File: config.mk
export PLATFORM = sky130hd
export DESIGN_NAME = sr_cmd_conditioner
export DESIGN_NICKNAME = d
export VERILOG_FILES = /design/src/rtl/sr_cmd_conditioner.sv
export SDC_FILE = /design/constraint.sdc
export NUM_CORES = 1
export LEC_CHECK = 0
export CAP_MARGIN = 15
export CELL_PAD_IN_SITES_DETAIL_PLACEMENT = 1
export CELL_PAD_IN_SITES_GLOBAL_PLACEMENT = 1
export CORE_ASPECT_RATIO = 0.9
export CORE_UTILIZATION = 32
export CTS_CLUSTER_DIAMETER = 80
export CTS_CLUSTER_SIZE = 10
export DETAILED_ROUTE_END_ITERATION = 7
export PLACE_DENSITY_LB_ADDON = 0.1
export SETUP_SLACK_MARGIN = 0.05
export SLEW_MARGIN = 10
export SYNTH_ARGS = -nofsm -noshare
export SYNTH_HDL_FRONTEND = slang
export SYNTH_SLANG_ARGS = --single-unit
File: constraint.sdc
create_clock -name in_clk -period 2.9 [get_ports in_clk]
set_clock_uncertainty 0.05 [all_clocks]
set_input_delay 0.435 -clock in_clk [delete_from_list [all_inputs] [get_ports in_clk]]
set_output_delay 0.435 -clock in_clk [all_outputs]
set_load 0.05 [all_outputs]
File: src/rtl/sr_cmd_conditioner.sv
// Set/reset request front-end for sr_latch: synchronize, debounce and edge-detect two
// raw buttons, then emit mutually exclusive fixed-width pulses separated by a gap cycle.

module sr_cmd_debounce #(
  parameter int DEBOUNCE_CYCLES = 16
) (
  input  logic i_clk,
  input  logic i_rst_n,
  input  logic i_btn,
  output logic o_rise
);

  localparam int DW = $clog2(DEBOUNCE_CYCLES + 1);
  localparam logic [DW-1:0] DEB_LAST = DW'(DEBOUNCE_CYCLES - 1);

  logic          r_sync1;
  logic          r_sync2;
  logic          r_deb;
  logic          r_deb_d;
  logic [DW-1:0] r_cnt;

  // Two-flop synchronizer, stability counter and delayed debounced level.
  always_ff @(posedge i_clk or negedge i_rst_n) begin
    if (!i_rst_n) begin
      r_sync1 <= 1'b0;
      r_sync2 <= 1'b0;
      r_deb   <= 1'b0;
      r_deb_d <= 1'b0;
      r_cnt   <= '0;
    end else begin
      r_sync1 <= i_btn;
      r_sync2 <= r_sync1;
      r_deb_d <= r_deb;
      // Any return to the current debounced level restarts the count.
      if (r_sync2 == r_deb) begin
        r_cnt <= '0;
      end else if (r_cnt == DEB_LAST) begin
        r_deb <= r_sync2;
        r_cnt <= '0;
      end else begin
        r_cnt <= r_cnt + DW'(1);
      end
    end
  end

  assign o_rise = r_deb & ~r_deb_d;

endmodule

module sr_cmd_conditioner #(
  parameter int DEBOUNCE_CYCLES = 16,
  parameter int PULSE_CYCLES    = 4
) (
  input  logic in_clk,
  input  logic in_rst_n,
  input  logic in_set_btn,
  input  logic in_rst_btn,
  output logic out_s,
  output logic out_r,
  output logic out_busy,
  output logic out_conflict
);

  localparam int PW = $clog2(PULSE_CYCLES + 1);
  localparam logic [PW-1:0] PULSE_LAST = PW'(PULSE_CYCLES - 1);

  typedef enum logic [1:0] {
    ST_IDLE    = 2'd0,
    ST_PULSE_S = 2'd1,
    ST_PULSE_R = 2'd2,
    ST_GAP     = 2'd3
  } state_t;

  logic w_rise_s;
  logic w_rise_r;
  logic w_req_s;
  logic w_req_r;
  logic w_eff_s;
  logic w_eff_r;

  state_t        r_state;
  logic [PW-1:0] r_pcnt;
  logic          r_pend_s;
  logic          r_pend_r;
  logic          r_s;
  logic          r_r;
  logic          r_busy;
  logic          r_conflict;

  state_t        w_nxt_state;
  logic [PW-1:0] w_nxt_pcnt;
  logic          w_nxt_pend_s;
  logic          w_nxt_pend_r;

  sr_cmd_debounce #(.DEBOUNCE_CYCLES(DEBOUNCE_CYCLES)) u_deb_set (
    .i_clk   (in_clk),
    .i_rst_n (in_rst_n),
    .i_btn   (in_set_btn),
    .o_rise  (w_rise_s)
  );

  sr_cmd_debounce #(.DEBOUNCE_CYCLES(DEBOUNCE_CYCLES)) u_deb_rst (
    .i_clk   (in_clk),
    .i_rst_n (in_rst_n),
    .i_btn   (in_rst_btn),
    .o_rise  (w_rise_r)
  );

  // A simultaneous set edge is discarded so reset always wins a conflict.
  assign w_req_r = w_rise_r;
  assign w_req_s = w_rise_s & ~w_rise_r;
  assign w_eff_r = r_pend_r | w_req_r;
  assign w_eff_s = r_pend_s | w_req_s;

  // Next-state, pulse counter and one-deep pending request bookkeeping.
  always_comb begin
    w_nxt_state  = r_state;
    w_nxt_pcnt   = r_pcnt;
    w_nxt_pend_s = r_pend_s;
    w_nxt_pend_r = r_pend_r;
    case (r_state)
      ST_IDLE: begin
        w_nxt_pcnt = '0;
        if (w_req_r) begin
          w_nxt_state = ST_PULSE_R;
        end else if (w_req_s) begin
          w_nxt_state = ST_PULSE_S;
        end else begin
          w_nxt_state = ST_IDLE;
        end
      end
      ST_PULSE_S: begin
        w_nxt_pend_r = w_eff_r;
        if (r_pcnt == PULSE_LAST) begin
          w_nxt_state = ST_GAP;
          w_nxt_pcnt  = '0;
        end else begin
          w_nxt_pcnt  = r_pcnt + PW'(1);
        end
      end
      ST_PULSE_R: begin
        w_nxt_pend_s = w_eff_s;
        if (r_pcnt == PULSE_LAST) begin
          w_nxt_state = ST_GAP;
          w_nxt_pcnt  = '0;
        end else begin
          w_nxt_pcnt  = r_pcnt + PW'(1);
        end
      end
      ST_GAP: begin
        // Requests arriving during the gap are treated as pending.
        w_nxt_pcnt = '0;
        if (w_eff_r) begin
          w_nxt_state  = ST_PULSE_R;
          w_nxt_pend_r = 1'b0;
          w_nxt_pend_s = w_eff_s;
        end else if (w_eff_s) begin
          w_nxt_state  = ST_PULSE_S;
          w_nxt_pend_s = 1'b0;
          w_nxt_pend_r = 1'b0;
        end else begin
          w_nxt_state  = ST_IDLE;
          w_nxt_pend_s = 1'b0;
          w_nxt_pend_r = 1'b0;
        end
      end
      default: begin
        w_nxt_state  = ST_IDLE;
        w_nxt_pcnt   = '0;
        w_nxt_pend_s = 1'b0;
        w_nxt_pend_r = 1'b0;
      end
    endcase
  end

  // FSM registers with outputs registered from the next state.
  always_ff @(posedge in_clk or negedge in_rst_n) begin
    if (!in_rst_n) begin
      r_state    <= ST_IDLE;
      r_pcnt     <= '0;
      r_pend_s   <= 1'b0;
      r_pend_r   <= 1'b0;
      r_s        <= 1'b0;
      r_r        <= 1'b0;
      r_busy     <= 1'b0;
      r_conflict <= 1'b0;
    end else begin
      r_state    <= w_nxt_state;
      r_pcnt     <= w_nxt_pcnt;
      r_pend_s   <= w_nxt_pend_s;
      r_pend_r   <= w_nxt_pend_r;
      r_s        <= (w_nxt_state == ST_PULSE_S);
      r_r        <= (w_nxt_state == ST_PULSE_R);
      r_busy     <= (w_nxt_state != ST_IDLE) | w_nxt_pend_s | w_nxt_pend_r;
      r_conflict <= w_rise_s & w_rise_r;
    end
  end

  assign out_s        = r_s;
  assign out_r        = r_r;
  assign out_busy     = r_busy;
  assign out_conflict = r_conflict;

endmodule

Fig. 1: placed standard cells
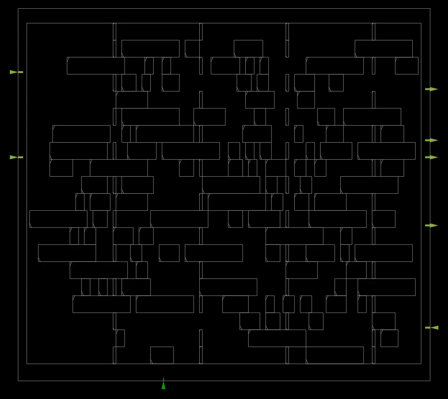
core box area: 3430 um^2
num sequential: 29
flop share of the area: 51.6%
final std cells w/o fill: 157

Fig. 2: gate families picked out
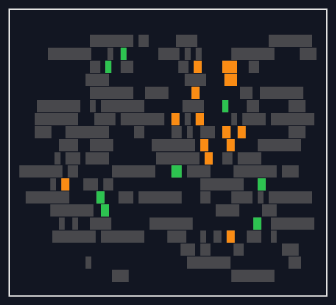
[green] nand cells | cells: 8
[orange] aoi and oai cells | cells: 13

Fig. 3: the metal 2 layer
Cells faint in the background.
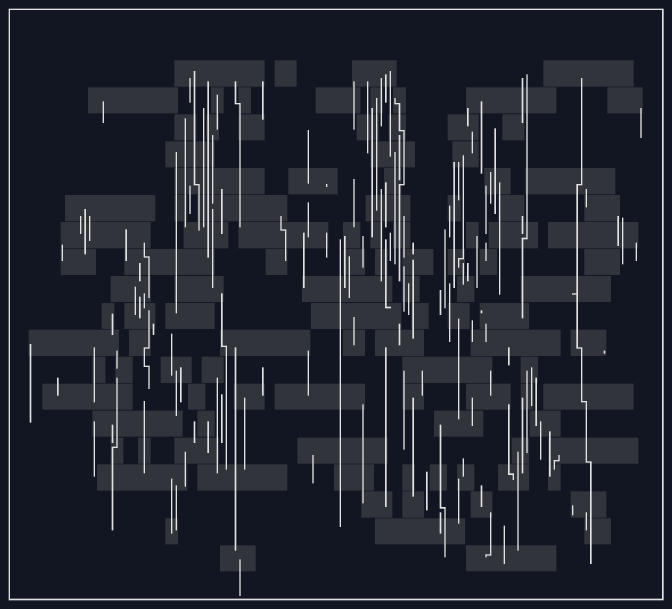
nets with wire on the layer: 104
main direction: vertical

## state kept, by name (all words and copies together) (netlist names), 2 cells and up
name / count
r_state: 2
r_pcnt: 3
u_deb_rst.r_cnt: 5
u_deb_set.r_cnt: 5
## layer usage
metal	GRT usage, %	vias to the layer above	part of all wire, %
met5	0	-	0
met4	4.66	0	0
met3	5.77	0	5.7
met2	19.2	12	46
met1	14.3	344	49
li1	-	349	-
## where the power goes
part	internal, mW	total, mW	switching, mW
registers	0.415	0.421	0.00612
clock network	0.214	0.360	0.146
logic	0.0114	0.0265	0.0151
total	0.640	0.807	0.167
## through the flow
| stage | hold slack (ns) | instances |
|---|---|---|
| finish | 0.301 | 157 |
| global route | 0.318 | 157 |
| CTS | 0.307 | 157 |
| detailed placement | 0.289 | 149 |
| global placement | 0.287 | 149 |
| floorplan | 0.0894 | 97 |
## cell type report
cell class	instances	area [um^2]	area share, %
Clock buffer	7	96.3	6.84
Clock inverter	1	5.00	0.356
Inverter	5	18.8	1.33
Multi-Input combinational cell	63	429	30.5
Sequential cell	29	726	51.6
Tap cell	44	55.1	3.91
Timing Repair Buffer	8	77.6	5.51
## cells by family after synthesis
family / count (synthesis) / synth area share, %
simple gates: 34 / 15.9
flops: 29 / 61.8
compound gates: 14 / 6.82
fa+ha+maj: 7 / 7.46
xor+xnor: 6 / 4.48
buf+inv: 5 / 1.60
mux: 2 / 1.92
## cell usage in the layout (no fill, tap or decap), drive strengths merged, types with 4 or more instances in the layout
cell	n
nand3	4
dfrtp	29
clkbuf	7
and2	4
inv	5
o21ai	9
clkdlybuf4s50	7
xor2	6
nor2b	6
nor2	10
ha	7
==> impl_metrics.py <==
# Auto-generated metrics
metrics = {
    "outcome": {
        "status": "finished, final reports clean",
    },
    "clock_tree": {
        "cts_resized": 0,
        "clkTransAtPathRegs_ns": 0.06,
        "cts_tree": "yes",
        "cts_root_buf": "clkbuf_8",
        "cts_made_buffers": 5,
        "cts_htree_levels": 2,
        "cts_buffer_depth": 2,
        "clock-sinks": 29,
    },
    "detailed_routing": {
        "ant_nets": 0,
        "wirelength_um": 1890,
        "wl_per_cell_um": 12.0,
        "dr.first_iter.drc_count": 13,
        "drc": 0,
        "drt-vias-per-instance": 4.49,
        "firstDrtPassIters": 3,
    },
    "critical_path": {
        "crit_end": "out_busy$_DFF_PN0_",
        "cp_slowest_cell": "or4_1",
        "critPathLaunch": "r_state[1]$_DFF_PN0_",
        "worstReg2RegStart": "r_state[1]$_DFF_PN0_",
        "critPathMaxStageDelay_ns": 0.48,
        "critPathKind": "flip-flop to flip-flop",
        "cp_max_fo": 4,
        "cp-end-kind": "flip-flop",
        "worstPathRequired_ns": 3.00,
        "path_depth": 6,
        "start_kind": "flip-flop",
        "r2r_setup_slack_ns": 1.02,
        "path_buffers": 1,
        "critical-path-top-delay-family": "simple AND/OR/NAND/NOR gates",
        "r2r-end": "out_busy$_DFF_PN0_",
        "cp.arrival_ns": 1.98,
    },
    "die": {
        "floorplan.core_util_pct": 34.2,
        "dieWidth_um": 65.8,
        "io_pins": 8,
        "chipArea_um2": 3910,
        "dieHeight_um": 59.5,
    },
    "run": {
        "tool_warnings": 29,
        "drv_cap": 0,
    },
    "timing": {
        "finalSetupViolations": 0,
        "tightest_slew_ns": 0.493,
        "slew_violations": 0,
        "slew_headroom_pct": 67.0,
        "fin_crit_ns": 1.88,
        "tns_ns": 0,
        "fmax_mhz": 531,
    },
    "placement": {
        "post_dp_cell_area_um2": 1310,
        "portBuffers": 7,
        "dp_slack_ns": 1.02,
        "hpwl_um": 1380,
    },
    "synthesis": {
        "edf_count": 0,
        "top_area_cell": "dfrtp_1",
        "ys_chip_area_um2": 1170,
        "synth.distinct_cells": 22,
        "top_cell": "dfrtp_1",
        "topCellsByArea": "dfrtp_1 (62%), ha_1 (7.5%), xor2_1 (4.5%)",
        "ys_ff": 29,
        "yosys_cells": 97,
        "synthCells": 97,
        "syn_avg_cell_area_um2": 12.1,
        "ys_top_cells_by_count": "dfrtp_1 (29), nor2_1 (10), ha_1 (7), xor2_1 (6)",
        "synth_top_area_share_pct": 61.8,
        "yosysSeqAreaShare_pct": 61.8,
        "async_reset_ff_share_pct": 100,
    },
    "power": {
        "ir_worst_vdd_mv": 0.255,
        "power_uw": 807,
        "power_density_nw_per_um2": 573,
        "power_leakage_nw": 0.699,
    },
    "grt": {
        "antenna_found_initial": 0,
        "grt_max_degree": 30,
        "grt_pass1_wl_um": 3460,
        "overflow": 0,
        "grt_pass1_vias": 777,
    },
    "final_layout": {
        "n_fill_cell": 374,
        "post-route-cell-area_um2": 1410,
        "diodes": 0,
        "synthToLayoutAreaGrowth_pct": 19.9,
        "drive_gt1_share_pct": 12.4,
        "final_nets": 123,
    },
    "hold_path": {
        "hold_path_depth": 0,
        "hp-class": "flip-flop to flip-flop",
        "min-delay-start": "u_deb_rst.r_sync1$_DFF_PN0_",
        "min_to": "u_deb_rst.r_sync2$_DFF_PN0_",
    },
}
Power is estimated from default activity; no workload was simulated.
